--- src/rtl/hazard_stall_ctrl_if.sv ---
// hazard_stall_ctrl_if: ID/EX/MEM operand and destination bundle plus stall/bubble outputs
interface hazard_stall_ctrl_if #(parameter int REG_W = 6);
  logic             id_valid;
  logic [REG_W-1:0] id_rs1;
  logic [REG_W-1:0] id_rs2;
  logic             id_use_rs1;
  logic             id_use_rs2;
  logic             id_branch;
  logic             id_multi;
  logic             ex_regwrite;
  logic             ex_mem2reg;
  logic [REG_W-1:0] ex_rd;
  logic             mem_regwrite;
  logic             mem_mem2reg;
  logic [REG_W-1:0] mem_rd;
  logic             stall_if;
  logic             bubble_ex;
  logic             multi_busy;
  logic [31:0]      stall_cycles;
  modport master (
    output id_valid, id_rs1, id_rs2, id_use_rs1, id_use_rs2, id_branch, id_multi,
    output ex_regwrite, ex_mem2reg, ex_rd, mem_regwrite, mem_mem2reg, mem_rd,
    input  stall_if, bubble_ex, multi_busy, stall_cycles
  );
  modport slave (
    input  id_valid, id_rs1, id_rs2, id_use_rs1, id_use_rs2, id_branch, id_multi,
    input  ex_regwrite, ex_mem2reg, ex_rd, mem_regwrite, mem_mem2reg, mem_rd,
    output stall_if, bubble_ex, multi_busy, stall_cycles
  );
endinterface

--- src/rtl/hazard_stall_ctrl.sv ---
// hazard_stall_ctrl: ID-stage interlock (load-use, branch operand, multi-cycle occupancy); HAZ_PERF_CNT_EN adds a saturating stall counter
module hazard_stall_ctrl #(
  parameter int REG_W     = 6,
  parameter int MULTI_LAT = 4
) (
  input logic               clk,
  input logic               rst_n,
  hazard_stall_ctrl_if.slave io
);
  if (MULTI_LAT < 1 || MULTI_LAT > 16) begin : g_bad_lat
    $error("hazard_stall_ctrl: MULTI_LAT must be 1..16");
  end
  typedef enum logic {RUN, MULTI} state_t;
  state_t     r_state, w_next;
  logic [3:0] r_cnt, w_cnt_next;
  logic       w_hit_ex, w_hit_mem, w_haz, w_stall, w_busy;
  // A nonzero id matches a used source; id 0 is integer r0, FP f0 has the top bit set
  assign w_hit_ex  = io.id_valid && io.ex_rd != '0 &&
                     ((io.id_use_rs1 && io.id_rs1 == io.ex_rd) || (io.id_use_rs2 && io.id_rs2 == io.ex_rd));
  assign w_hit_mem = io.id_valid && io.mem_rd != '0 &&
                     ((io.id_use_rs1 && io.id_rs1 == io.mem_rd) || (io.id_use_rs2 && io.id_rs2 == io.mem_rd));
  assign w_haz = w_hit_ex && io.ex_regwrite && (io.ex_mem2reg || io.id_branch) ||
                 w_hit_mem && io.id_branch && io.mem_mem2reg && io.mem_regwrite;
  // State and occupancy counter; reset abandons any multi-cycle op at once
  always_ff @(posedge clk or negedge rst_n)
    if (!rst_n) begin
      r_state <= RUN;
      r_cnt   <= '0;
    end else begin
      r_state <= w_next;
      r_cnt   <= w_cnt_next;
    end
  // Next state: hazards block multi issue; MULTI counts down MULTI_LAT-1 stall cycles
  always_comb begin
    w_next     = r_state;
    w_cnt_next = r_cnt;
    w_stall    = w_haz;
    w_busy     = 1'b0;
    if (r_state == MULTI) begin
      w_stall    = 1'b1;
      w_busy     = 1'b1;
      w_cnt_next = r_cnt - 4'd1;
      if (r_cnt == 4'd1) begin
        w_next     = RUN;
        w_cnt_next = '0;
      end
    end else if (io.id_valid && io.id_multi && !w_haz && MULTI_LAT > 1) begin
      w_next     = MULTI;
      w_cnt_next = 4'(MULTI_LAT - 1);
    end
  end
  assign io.stall_if   = rst_n && w_stall;
  assign io.bubble_ex  = rst_n && w_stall;
  assign io.multi_busy = rst_n && w_busy;
`ifdef HAZ_PERF_CNT_EN
  logic [31:0] r_stall_cnt;
  // Stall-cycle counter saturates rather than wrapping
  always_ff @(posedge clk or negedge rst_n)
    if (!rst_n) r_stall_cnt <= '0;
    else if (w_stall && r_stall_cnt != '1) r_stall_cnt <= r_stall_cnt + 32'd1;
  assign io.stall_cycles = r_stall_cnt;
`else
  assign io.stall_cycles = '0;
`endif
endmodule

--- src/flat_wrapper.sv ---
// flat-port wrapper written by rule: the top's interface ports become plain ports
module hazard_stall_ctrl_flat 
#(
  parameter int REG_W     = 6,
  parameter int MULTI_LAT = 4
)
  (clk, rst_n, io_id_valid, io_id_rs1, io_id_rs2, io_id_use_rs1, io_id_use_rs2, io_id_branch, io_id_multi, io_ex_regwrite, io_ex_mem2reg, io_ex_rd, io_mem_regwrite, io_mem_mem2reg, io_mem_rd, io_stall_if, io_bubble_ex, io_multi_busy, io_stall_cycles);
  hazard_stall_ctrl_if #(.REG_W(REG_W)) io_i ();
  input logic clk;
  input logic rst_n;
  input wire logic [$bits(io_i.id_valid)-1:0] io_id_valid;
  input wire logic [$bits(io_i.id_rs1)-1:0] io_id_rs1;
  input wire logic [$bits(io_i.id_rs2)-1:0] io_id_rs2;
  input wire logic [$bits(io_i.id_use_rs1)-1:0] io_id_use_rs1;
  input wire logic [$bits(io_i.id_use_rs2)-1:0] io_id_use_rs2;
  input wire logic [$bits(io_i.id_branch)-1:0] io_id_branch;
  input wire logic [$bits(io_i.id_multi)-1:0] io_id_multi;
  input wire logic [$bits(io_i.ex_regwrite)-1:0] io_ex_regwrite;
  input wire logic [$bits(io_i.ex_mem2reg)-1:0] io_ex_mem2reg;
  input wire logic [$bits(io_i.ex_rd)-1:0] io_ex_rd;
  input wire logic [$bits(io_i.mem_regwrite)-1:0] io_mem_regwrite;
  input wire logic [$bits(io_i.mem_mem2reg)-1:0] io_mem_mem2reg;
  input wire logic [$bits(io_i.mem_rd)-1:0] io_mem_rd;
  output wire logic [$bits(io_i.stall_if)-1:0] io_stall_if;
  output wire logic [$bits(io_i.bubble_ex)-1:0] io_bubble_ex;
  output wire logic [$bits(io_i.multi_busy)-1:0] io_multi_busy;
  output wire logic [$bits(io_i.stall_cycles)-1:0] io_stall_cycles;
  assign io_i.id_valid = io_id_valid;
  assign io_i.id_rs1 = io_id_rs1;
  assign io_i.id_rs2 = io_id_rs2;
  assign io_i.id_use_rs1 = io_id_use_rs1;
  assign io_i.id_use_rs2 = io_id_use_rs2;
  assign io_i.id_branch = io_id_branch;
  assign io_i.id_multi = io_id_multi;
  assign io_i.ex_regwrite = io_ex_regwrite;
  assign io_i.ex_mem2reg = io_ex_mem2reg;
  assign io_i.ex_rd = io_ex_rd;
  assign io_i.mem_regwrite = io_mem_regwrite;
  assign io_i.mem_mem2reg = io_mem_mem2reg;
  assign io_i.mem_rd = io_mem_rd;
  assign io_stall_if = io_i.stall_if;
  assign io_bubble_ex = io_i.bubble_ex;
  assign io_multi_busy = io_i.multi_busy;
  assign io_stall_cycles = io_i.stall_cycles;
  hazard_stall_ctrl #(.REG_W(REG_W), .MULTI_LAT(MULTI_LAT)) u_core (.clk(clk), .rst_n(rst_n), .io(io_i));
endmodule
--- config.mk ---
export PLATFORM = sky130hd
export DESIGN_NAME = hazard_stall_ctrl_flat
export DESIGN_NICKNAME = d
export VERILOG_FILES = /design/src/rtl/hazard_stall_ctrl_if.sv /design/src/rtl/hazard_stall_ctrl.sv /design/src/flat_wrapper.sv
export SDC_FILE = /design/constraint.sdc
export NUM_CORES = 1
export LEC_CHECK = 0
export ABC_AREA = 1
export CAP_MARGIN = 30
export CORE_MARGIN = 3
export CORE_UTILIZATION = 33
export CTS_CLUSTER_SIZE = 10
export DETAILED_ROUTE_END_ITERATION = 8
export PLACE_DENSITY = 0.84
export SLEW_MARGIN = 20
export SYNTH_ARGS = -nofsm -noshare
export SYNTH_HDL_FRONTEND = slang
export SYNTH_SLANG_ARGS = --single-unit
--- constraint.sdc ---
create_clock -name clk -period 1.36 [get_ports clk]
set_input_delay 0.34 -clock clk [delete_from_list [all_inputs] [get_ports clk]]
set_output_delay 0.34 -clock clk [all_outputs]
set_load 0.05 [all_outputs]
run_1/density.png
6 x 6 tiles, from black (low) to pale yellow (high), 0 to 100% covered.
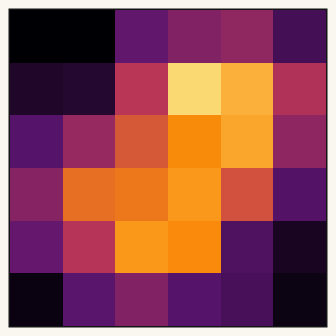
- tiles over 75% full: 14%
- densest ninth of the die: center
- nearly empty tiles: 5.6%
- emptiest ninth of the die: upper left
- mean over tiles: 40%
- fullest tile: 92%
Util after Layout: 55.4%
Initial Utilization: 36.6%
area of the placeable core: 2900 µm²

run_1/final_placement.png
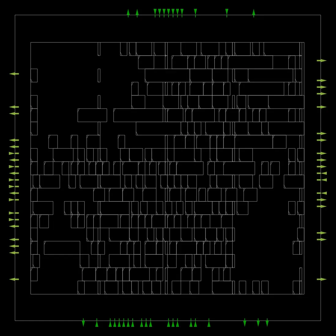
Rows: 19
flop share of the area: 7.78%

==> impl_metrics.py, run 1 <==
# Physical implementation metrics
metrics = {
    "run_status": {
        "run_status": "finished with violations",
        "violations": "setup timing",
    },
    "layout": {
        "nMultiInputCombCells": 147,
        "clock_buffers": 4,
        "flop-count": 5,
        "top_area_cell_class": "combinational gates",
        "largest_register": "u_core.r_cnt",
        "inverters": 37,
        "clk_share_pct": 1.63,
        "post_route_cells_drive_above_1_share_pct": 37.0,
        "layout.filler_cells": 301,
        "layout_top_cells_excl_fill_tap": "sky130_fd_sc_hd__nand2_1 (59), sky130_fd_sc_hd__conb_1 (32), sky130_fd_sc_hd__inv_1 (21), sky130_fd_sc_hd__buf_4 (17), sky130_fd_sc_hd__buf_2 (14)",
        "non_clock_buffer_area_share_pct": 28.9,
    },
    "timing": {
        "final_max_tran_viols": 0,
        "grt_setup_unrepaired": "true",
        "max_freq_mhz": 564,
        "postLayoutSetupSlackWorst_ps": -414,
        "timing.clock.skew_ps": 0.708,
        "finalSetupViolCount": 7,
        "finalSetupTns_ps": -1420,
        "layout_min_cycle_time_ps": 1770,
    },
    "clocking": {
        "cts_buffers": 3,
    },
    "global_route": {
        "grt.met1_usage_pct": 15.9,
        "globalRoute.totalOverflow": 0,
        "global_route_wire_length_before_repair_um": 4510,
    },
    "setup_path": {
        "cp-start-kind": "input port",
        "end_kind": "output pin",
        "crit_chain": "buf_8 > inv_4 > nor2_2 > nor2_1 > nand2_2 > nor2_4 > nand2_1 > nand2_2 > nand2_2 > a31oi_4 > buf_12",
        "reg2reg_slack_ps": 250,
        "reg2reg_from": "u_core.r_state$_DFF_PN0_",
        "longest_individual_stage_delay_on_the_worst_path_ps": 230,
        "critical_path_endpoint": "io_bubble_ex",
    },
    "power": {
        "sequentialPower_uw": 280,
        "sequentialPowerShare_pct": 18.4,
        "power.group.top": "combinational cells",
        "p_int_uw": 738,
        "power_frac_comb_pct": 70.5,
        "power_switching_uw": 781,
    },
    "synth": {
        "post-synth-top-area-fraction_pct": 23.7,
        "yosys.stat.seqShare_pct": 11.8,
        "synth.cell_area_um2": 1060,
        "adder_share_pct": 2.36,
        "yosysChipArea_um2": 1060,
        "synth_cells": 191,
        "synth-edff-count": 0,
        "simple_gate_share_pct": 38.9,
        "most_common_cell": "sky130_fd_sc_hd__nand2_1",
        "synth_cell_type_count": 21,
    },
    "placed_design": {
        "placed_cell_area_um2": 1520,
        "place_worst_setup_slack_ps": -924,
        "dp_hpwl_um": 2450,
        "dpl.cell_count": 281,
    },
    "routing": {
        "detail_route.iter0.violations": 32,
        "drc": 0,
        "routed_via_density": 4.23,
        "detail_route.wirelength_um": 2950,
        "wl_met1_um": 1100,
        "wl_met3_um": 192,
    },
    "die": {
        "chip_area_um2": 3940,
    },
    "job": {
        "max_cap_viol_count": 0,
    },
}
run_1/port_nets.png
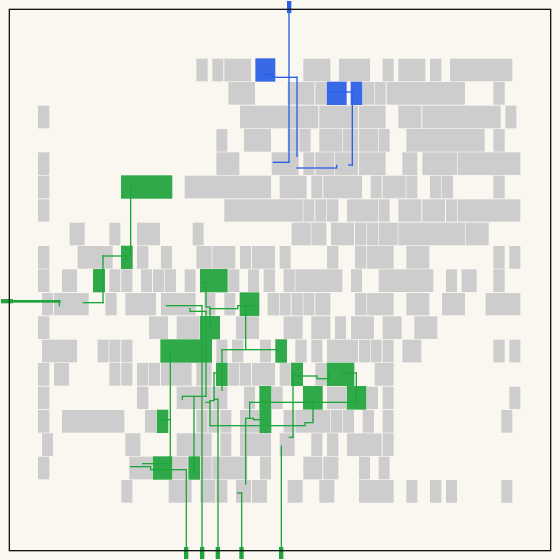
- `io_id_valid`: blue (direction input; end cells 3; buffers 2; wire 49.5 µm)
- `io_id_rs1`: green (direction input; end cells 19; buffers 7; wire 247 µm)
count of port buffers added during placement: 37
count of pins on the block boundary: 70

==> run 2: changes to the inputs <==
--- a/config.mk
+++ b/config.mk
@@ -6,7 +6,6 @@
 export NUM_CORES = 1
 export LEC_CHECK = 0
 export ABC_AREA = 1
-export CAP_MARGIN = 30
 export CORE_MARGIN = 3
 export CORE_UTILIZATION = 33
 export CTS_CLUSTER_SIZE = 10
run_2/wire_density.png
13 x 13 tiles, from black (low) to pale yellow (high), scaled to the fullest tile. Values are wire area over tile area, all layers added.
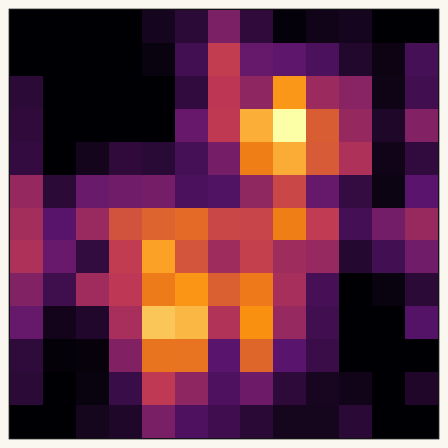
- emptiest ninth of the die: upper left
- tiles over half the peak: 19%
- fullest tile: 0.46
Routed WL per cell: 10.3 µm
DR vias: 1217
overall fraction of global-route tracks in use: 14.1%
total wire length: 2950 µm

run_2/final_placement.png
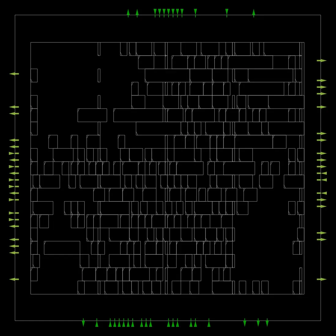
filler cell count in the final layout: 301
total number of tap cells: 42

==> run 2 against run 1 <==
- the flow still finishes with violations (setup timing)
- global-route usage is the same
- synthesized area is the same
- non-clock buffer count is the same
- count of clock-buffer cells in the layout is the same
- maximum frequency is the same
- highest routed layer unchanged
- critical path type unchanged
==> impl_metrics.py, run 2 <==
# Physical implementation metrics
metrics = {
    "placed_design": {
        "dpl.cell_count": 281,
        "portBuffers": 37,
        "placed_cell_area_um2": 1520,
        "dp_hpwl_um": 2450,
        "place_worst_setup_slack_ps": -924,
    },
    "die": {
        "io_pins": 70,
        "die_w_um": 62.7,
        "fp-row-count": 19,
        "floorplan.initialDensity_pct": 36.6,
        "chip_area_um2": 3940,
        "placeableCoreArea_um2": 2900,
        "fp.dieH_um": 62.7,
    },
    "power": {
        "p_int_uw": 738,
        "power_switching_uw": 781,
        "power_frac_comb_pct": 70.5,
        "power.group.top": "combinational cells",
        "power.ir.vdd_worst_uv": 461,
        "netSwitchingFraction_pct": 51.4,
        "sequentialPowerShare_pct": 18.4,
        "sequentialPower_uw": 280,
        "post-layout-total-power_uw": 1520,
    },
    "layout": {
        "post_route_cells_drive_above_1_share_pct": 37.0,
        "register_area_um2": 125,
        "layout_top_cells_excl_fill_tap": "sky130_fd_sc_hd__nand2_1 (59), sky130_fd_sc_hd__conb_1 (32), sky130_fd_sc_hd__inv_1 (21), sky130_fd_sc_hd__buf_4 (17), sky130_fd_sc_hd__buf_2 (14)",
        "top_area_cell_class": "combinational gates",
        "final_util_pct": 55.4,
        "clock_buffers": 4,
        "seq_area_share_pct": 7.78,
        "flop-count": 5,
        "largest_register": "u_core.r_cnt",
        "nMultiInputCombCells": 147,
        "non_clock_buffer_area_share_pct": 28.9,
        "clk_share_pct": 1.63,
        "inverters": 37,
        "stdcell_area_um2": 1610,
        "comb_area_share_pct": 48.5,
    },
    "job": {
        "tool_warnings": 30,
        "max_cap_viol_count": 0,
    },
    "setup_path": {
        "reg2reg_slack_ps": 250,
        "critical_path_endpoint": "io_bubble_ex",
        "critical-path-top-cell-by-count": "sky130_fd_sc_hd__nand2_2",
        "crit_chain": "buf_8 > inv_4 > nor2_2 > nor2_1 > nand2_2 > nor2_4 > nand2_1 > nand2_2 > nand2_2 > a31oi_4 > buf_12",
        "cp-start-kind": "input port",
        "timing.critical_path.buf_inv": 3,
        "longest_individual_stage_delay_on_the_worst_path_ps": 230,
        "end_kind": "output pin",
        "reg2reg_from": "u_core.r_state$_DFF_PN0_",
    },
    "run_status": {
        "run_status": "finished with violations",
        "violations": "setup timing",
    },
    "timing": {
        "timing.clock.skew_ps": 0.708,
        "max_freq_mhz": 564,
        "fin_hold_ws_ps": 124,
        "layout_min_cycle_time_ps": 1770,
        "postLayoutSetupSlackWorst_ps": -414,
        "finalSetupViolCount": 7,
        "finalSetupTns_ps": -1420,
        "grt_setup_unrepaired": "true",
        "final_max_tran_viols": 0,
    },
    "synth": {
        "synth_cells": 191,
        "simple_gate_share_pct": 38.9,
        "adder_share_pct": 2.36,
        "yosysChipArea_um2": 1060,
        "most_common_cell": "sky130_fd_sc_hd__nand2_1",
        "synth.cell_area_um2": 1060,
        "post-synth-top-area-fraction_pct": 23.7,
        "yosys.stat.seqShare_pct": 11.8,
        "ys_sh_xor_pct": 4.12,
        "synth-edff-count": 0,
    },
    "clocking": {
        "clock_insertion_delay_worst_skew_ps": 240,
        "tritoncts_num_sinks": 5,
        "cts_buffers": 3,
    },
    "routing": {
        "wl_met1_um": 1100,
        "wl_met3_um": 192,
        "drc": 0,
        "antenna_left": 0,
        "detail_route.iter0.violations": 32,
        "routed_via_density": 4.23,
    },
    "global_route": {
        "globalRoute.totalOverflow": 0,
        "global_route_wire_length_before_repair_um": 4510,
        "grt.met1_usage_pct": 15.9,
    },
}
Power and IR drop assume default switching activity.
